M2 wires:
Drawn at 2 px/micron.
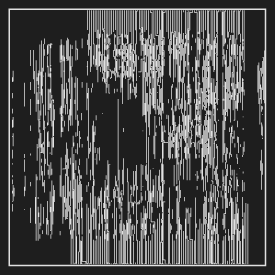
Signal wires by layer:
Drawn at 3 px/micron.
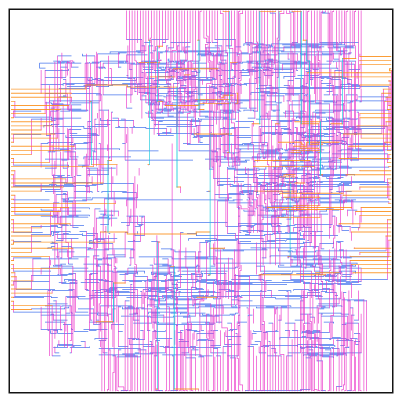
Routing congestion:
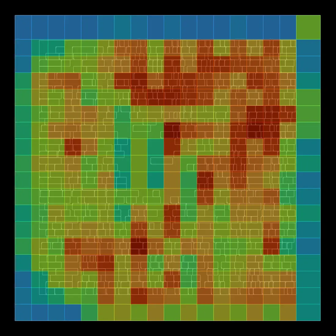
==> src/rtl/instr_decode.sv <==
// -----------------------------------------------------------------------------
// instr_decode
//
// Purpose:
//   Single-entry RV32I decode stage. It holds one instruction and its pc,
//   presents the register-file read addresses, and produces a decoded payload
//   (operands, immediate, rd, opcode fields, regwrite, illegal) for downstream.
//   The register file is synchronous: data for an address presented before an
//   edge is returned on rf_rdataX after that edge.
//
// Optional feature:
//   WB_BYPASS_EN - when defined, a writeback that targets a register being
//                  read in the same cycle is captured and forwarded in place
//                  of the (stale) register-file read data.
//
// Parameters:
//   NOP_INSTR     instruction held after reset and after flush
//
// Ports:
//   clock         rising-edge clock
//   reset         asynchronous active-low reset
//   in_valid      upstream instruction valid
//   in_ready      stage can take an instruction (!out_valid || out_ready)
//   in_instr      upstream instruction word
//   in_pc         upstream instruction pc
//   rf_raddr1/2   register-file read addresses (rs1/rs2)
//   rf_rdata1/2   register-file read data, one cycle after the address
//   wb_we         writeback enable (mirror of register-file write port)
//   wb_rd         writeback destination
//   wb_data       writeback data
//   flush         synchronous pipeline kill, dominant over accept
//   out_valid     downstream payload valid
//   out_ready     downstream can take the payload
//   out_pc        held pc
//   out_rs1_val   rs1 operand (0 for x0)
//   out_rs2_val   rs2 operand (0 for x0)
//   out_imm       sign-extended immediate (0 for types without one)
//   out_rd        destination register field
//   out_opcode    opcode field
//   out_funct3    funct3 field
//   out_funct7b5  instr[30]
//   out_regwrite  instruction writes rd (never for rd = x0)
//   out_illegal   opcode not recognised or instr[1:0] != 2'b11
// -----------------------------------------------------------------------------
module instr_decode #(
    parameter logic [31:0] NOP_INSTR = 32'h0000_0013
) (
    input  logic        clock,
    input  logic        reset,

    input  logic        in_valid,
    output logic        in_ready,
    input  logic [31:0] in_instr,
    input  logic [31:0] in_pc,

    output logic [4:0]  rf_raddr1,
    output logic [4:0]  rf_raddr2,
    input  logic [31:0] rf_rdata1,
    input  logic [31:0] rf_rdata2,

    input  logic        wb_we,
    input  logic [4:0]  wb_rd,
    input  logic [31:0] wb_data,

    input  logic        flush,

    output logic        out_valid,
    input  logic        out_ready,
    output logic [31:0] out_pc,
    output logic [31:0] out_rs1_val,
    output logic [31:0] out_rs2_val,
    output logic [31:0] out_imm,
    output logic [4:0]  out_rd,
    output logic [6:0]  out_opcode,
    output logic [2:0]  out_funct3,
    output logic        out_funct7b5,
    output logic        out_regwrite,
    output logic        out_illegal
);

    typedef enum logic [6:0] {
        OP_LOAD   = 7'b0000011,
        OP_IMM    = 7'b0010011,
        OP_AUIPC  = 7'b0010111,
        OP_STORE  = 7'b0100011,
        OP_REG    = 7'b0110011,
        OP_LUI    = 7'b0110111,
        OP_BRANCH = 7'b1100011,
        OP_JALR   = 7'b1100111,
        OP_JAL    = 7'b1101111
    } opcode_e;

    logic [31:0] instr_q;
    logic [31:0] pc_q;
    logic        valid_q;
    logic        accept;

    // ------------------------------------------------------------------
    // Handshake and holding register
    // ------------------------------------------------------------------
    assign in_ready = !valid_q || out_ready;
    assign accept   = in_valid && in_ready && !flush;

    always_ff @(posedge clock or negedge reset) begin
        if (!reset) begin
            valid_q <= 1'b0;
            instr_q <= NOP_INSTR;
            pc_q    <= '0;
        end else if (flush) begin
            valid_q <= 1'b0;
            instr_q <= NOP_INSTR;
        end else if (accept) begin
            valid_q <= 1'b1;
            instr_q <= in_instr;
            pc_q    <= in_pc;
        end else if (valid_q && out_ready) begin
            valid_q <= 1'b0;
        end
    end

    // Addresses follow the incoming instruction on accept so its operands
    // arrive with it; otherwise the held fields keep the read data current
    // while stalled.
    assign rf_raddr1 = accept ? in_instr[19:15] : instr_q[19:15];
    assign rf_raddr2 = accept ? in_instr[24:20] : instr_q[24:20];

    // ------------------------------------------------------------------
    // Operand sources (optional writeback bypass)
    // ------------------------------------------------------------------
    logic [31:0] rs1_src;
    logic [31:0] rs2_src;

`ifdef WB_BYPASS_EN
    logic        byp1_q;
    logic        byp2_q;
    logic [31:0] byp_data_q;

    // The register file returns the pre-write value when a read and a write
    // to the same register share a cycle; remember that write and use it.
    always_ff @(posedge clock or negedge reset) begin
        if (!reset) begin
            byp1_q     <= 1'b0;
            byp2_q     <= 1'b0;
            byp_data_q <= '0;
        end else begin
            byp1_q     <= wb_we && (wb_rd != '0) && (wb_rd == rf_raddr1);
            byp2_q     <= wb_we && (wb_rd != '0) && (wb_rd == rf_raddr2);
            byp_data_q <= wb_data;
        end
    end

    assign rs1_src = byp1_q ? byp_data_q : rf_rdata1;
    assign rs2_src = byp2_q ? byp_data_q : rf_rdata2;
`else
    logic unused_wb;

    assign unused_wb = ^{wb_we, wb_rd, wb_data};
    assign rs1_src   = rf_rdata1;
    assign rs2_src   = rf_rdata2;
`endif

    assign out_rs1_val = (instr_q[19:15] == '0) ? '0 : rs1_src;
    assign out_rs2_val = (instr_q[24:20] == '0) ? '0 : rs2_src;

    // ------------------------------------------------------------------
    // Decode of the held instruction
    // ------------------------------------------------------------------
    logic [31:0] imm;
    logic        writes_rd;
    logic        legal;

    always_comb begin
        imm       = '0;
        writes_rd = 1'b0;
        legal     = 1'b0;
        case (instr_q[6:0])
            OP_LOAD, OP_IMM, OP_JALR: begin
                imm       = {{20{instr_q[31]}}, instr_q[31:20]};
                writes_rd = 1'b1;
                legal     = 1'b1;
            end
            OP_STORE: begin
                imm   = {{20{instr_q[31]}}, instr_q[31:25], instr_q[11:7]};
                legal = 1'b1;
            end
            OP_BRANCH: begin
                imm   = {{19{instr_q[31]}}, instr_q[31], instr_q[7],
                         instr_q[30:25], instr_q[11:8], 1'b0};
                legal = 1'b1;
            end
            OP_LUI, OP_AUIPC: begin
                imm       = {instr_q[31:12], 12'h000};
                writes_rd = 1'b1;
                legal     = 1'b1;
            end
            OP_JAL: begin
                imm       = {{11{instr_q[31]}}, instr_q[31], instr_q[19:12],
                             instr_q[20], instr_q[30:21], 1'b0};
                writes_rd = 1'b1;
                legal     = 1'b1;
            end
            OP_REG: begin
                writes_rd = 1'b1;
                legal     = 1'b1;
            end
            default: begin
                imm       = '0;
                writes_rd = 1'b0;
                legal     = 1'b0;
            end
        endcase
        if (instr_q[1:0] != 2'b11) begin
            writes_rd = 1'b0;
            legal     = 1'b0;
        end
    end

    assign out_valid    = valid_q;
    assign out_pc       = pc_q;
    assign out_imm      = imm;
    assign out_rd       = instr_q[11:7];
    assign out_opcode   = instr_q[6:0];
    assign out_funct3   = instr_q[14:12];
    assign out_funct7b5 = instr_q[30];
    assign out_regwrite = writes_rd && (instr_q[11:7] != '0);
    assign out_illegal  = !legal;

endmodule

==> config.mk <==
export PLATFORM = sky130hd
export DESIGN_NAME = instr_decode
export DESIGN_NICKNAME = d
export VERILOG_FILES = /design/src/rtl/instr_decode.sv
export SDC_FILE = /design/constraint.sdc
export NUM_CORES = 1
export LEC_CHECK = 0
export CAP_MARGIN = 20
export CORE_MARGIN = 10
export CORE_UTILIZATION = 32
export DETAILED_ROUTE_END_ITERATION = 16
export GPL_ROUTABILITY_DRIVEN = 0
export GPL_TIMING_DRIVEN = 0
export PLACE_DENSITY = 0.91
export SETUP_SLACK_MARGIN = 0.2
export SYNTH_ARGS = -nofsm -noshare
export SYNTH_HDL_FRONTEND = slang
export SYNTH_SLANG_ARGS = --single-unit
==> constraint.sdc <==
create_clock -name clock -period 1.7 [get_ports clock]
set_input_delay 0.255 -clock clock [delete_from_list [all_inputs] [get_ports clock]]
set_output_delay 0.255 -clock clock [all_outputs]
set_load 0.005 [all_outputs]
==> run summary <==
Notes on the physical design

The largest net degree at the start of global routing is 66. Per report_power, the top consumer among the power groups is combinational logic. The power per cell area is 766 nW/um^2.

The cell area reported after detailed placement is 6950 sq um. The critical register-to-register path startpoint is out_valid. The run finished, with violations left. The internal power summed over all cells is 4.87 mW.

The critical path required time is 1.44 ns. Along the worst path, the maximum fanout reaches 7. The library cell used as clock root buffer is clkbuf_16. The biggest area consumer among cell classes is buffers.

The total leakage power is 4.38 nW. The minimum setup slack in the final design is -0.520 ns. Per the OpenROAD power report, switching power amounts to 1.85 mW.

The number of buffers added by the clock tree synthesis step is 9. The final reports fail on setup timing. The layout report lists the clock-cell share of area as 0.0355. The number of antenna violations at the first check in global routing came to 1. The capturing element type of the critical path is an output port. Summed over all layers, the global routing overflow is 0. The number of endpoints failing setup at the final stage is 148. The share of synthesized cell area in and, or, nand and nor gates is 0.199. Clock latency on the worst-skew pair, taken at its later pin, is 0.33 ns. The area fraction in compound gates after synthesis is 0.149.
## Picture notes: 'M2 wires'
main direction: vertical
longest straight run: 45.2 microns
GR Layer Usage met2: 0.400
Total Wirelength: 20100 microns
routed via count: 4400

## Picture notes: 'signal wires by layer'
[magenta] metal 2 | wire length: 10900 microns
[cyan] metal 4 | wire length: 569 microns
[blue] metal 1 | wire length: 7080 microns
[orange] metal 3 | wire length: 1560 microns
post-detailed-route wirelength per cell: 22.7 microns
all-layer global routing usage: 0.218

## Picture notes: 'routing congestion'
met3 routing resource usage after global routing: 0.0757
GRT Max-Usage Layer: met2

-- cells in the mapped netlist, types with 3 or more instances --
master / instances / area, sq um
a21oi_1: 4 / 20.0
or4_1: 3 / 22.5
nor2b_1: 72 / 450
o21ai_0: 11 / 55.1
dfstp_2: 3 / 78.8
buf_4: 22 / 165
mux2_2: 42 / 473
buf_6: 5 / 56.3
a21o_1: 9 / 67.6
nand3_1: 11 / 55.1
o22a_1: 3 / 26.3
nand2_1: 4 / 15.0
a22o_1: 31 / 272
dfrtp_1: 62 / 1550
nor2_1: 3 / 11.3
buf_2: 10 / 50.1
-- worst max-delay path: stages, from the launching register on --
cell,delay [ns]
dfstp_2,0.59
nor4bb_4,0.38
and3b_1,0.22
buf_6,0.13
a311o_1,0.19
buf_2,0.13
Power and IR drop assume default switching activity.
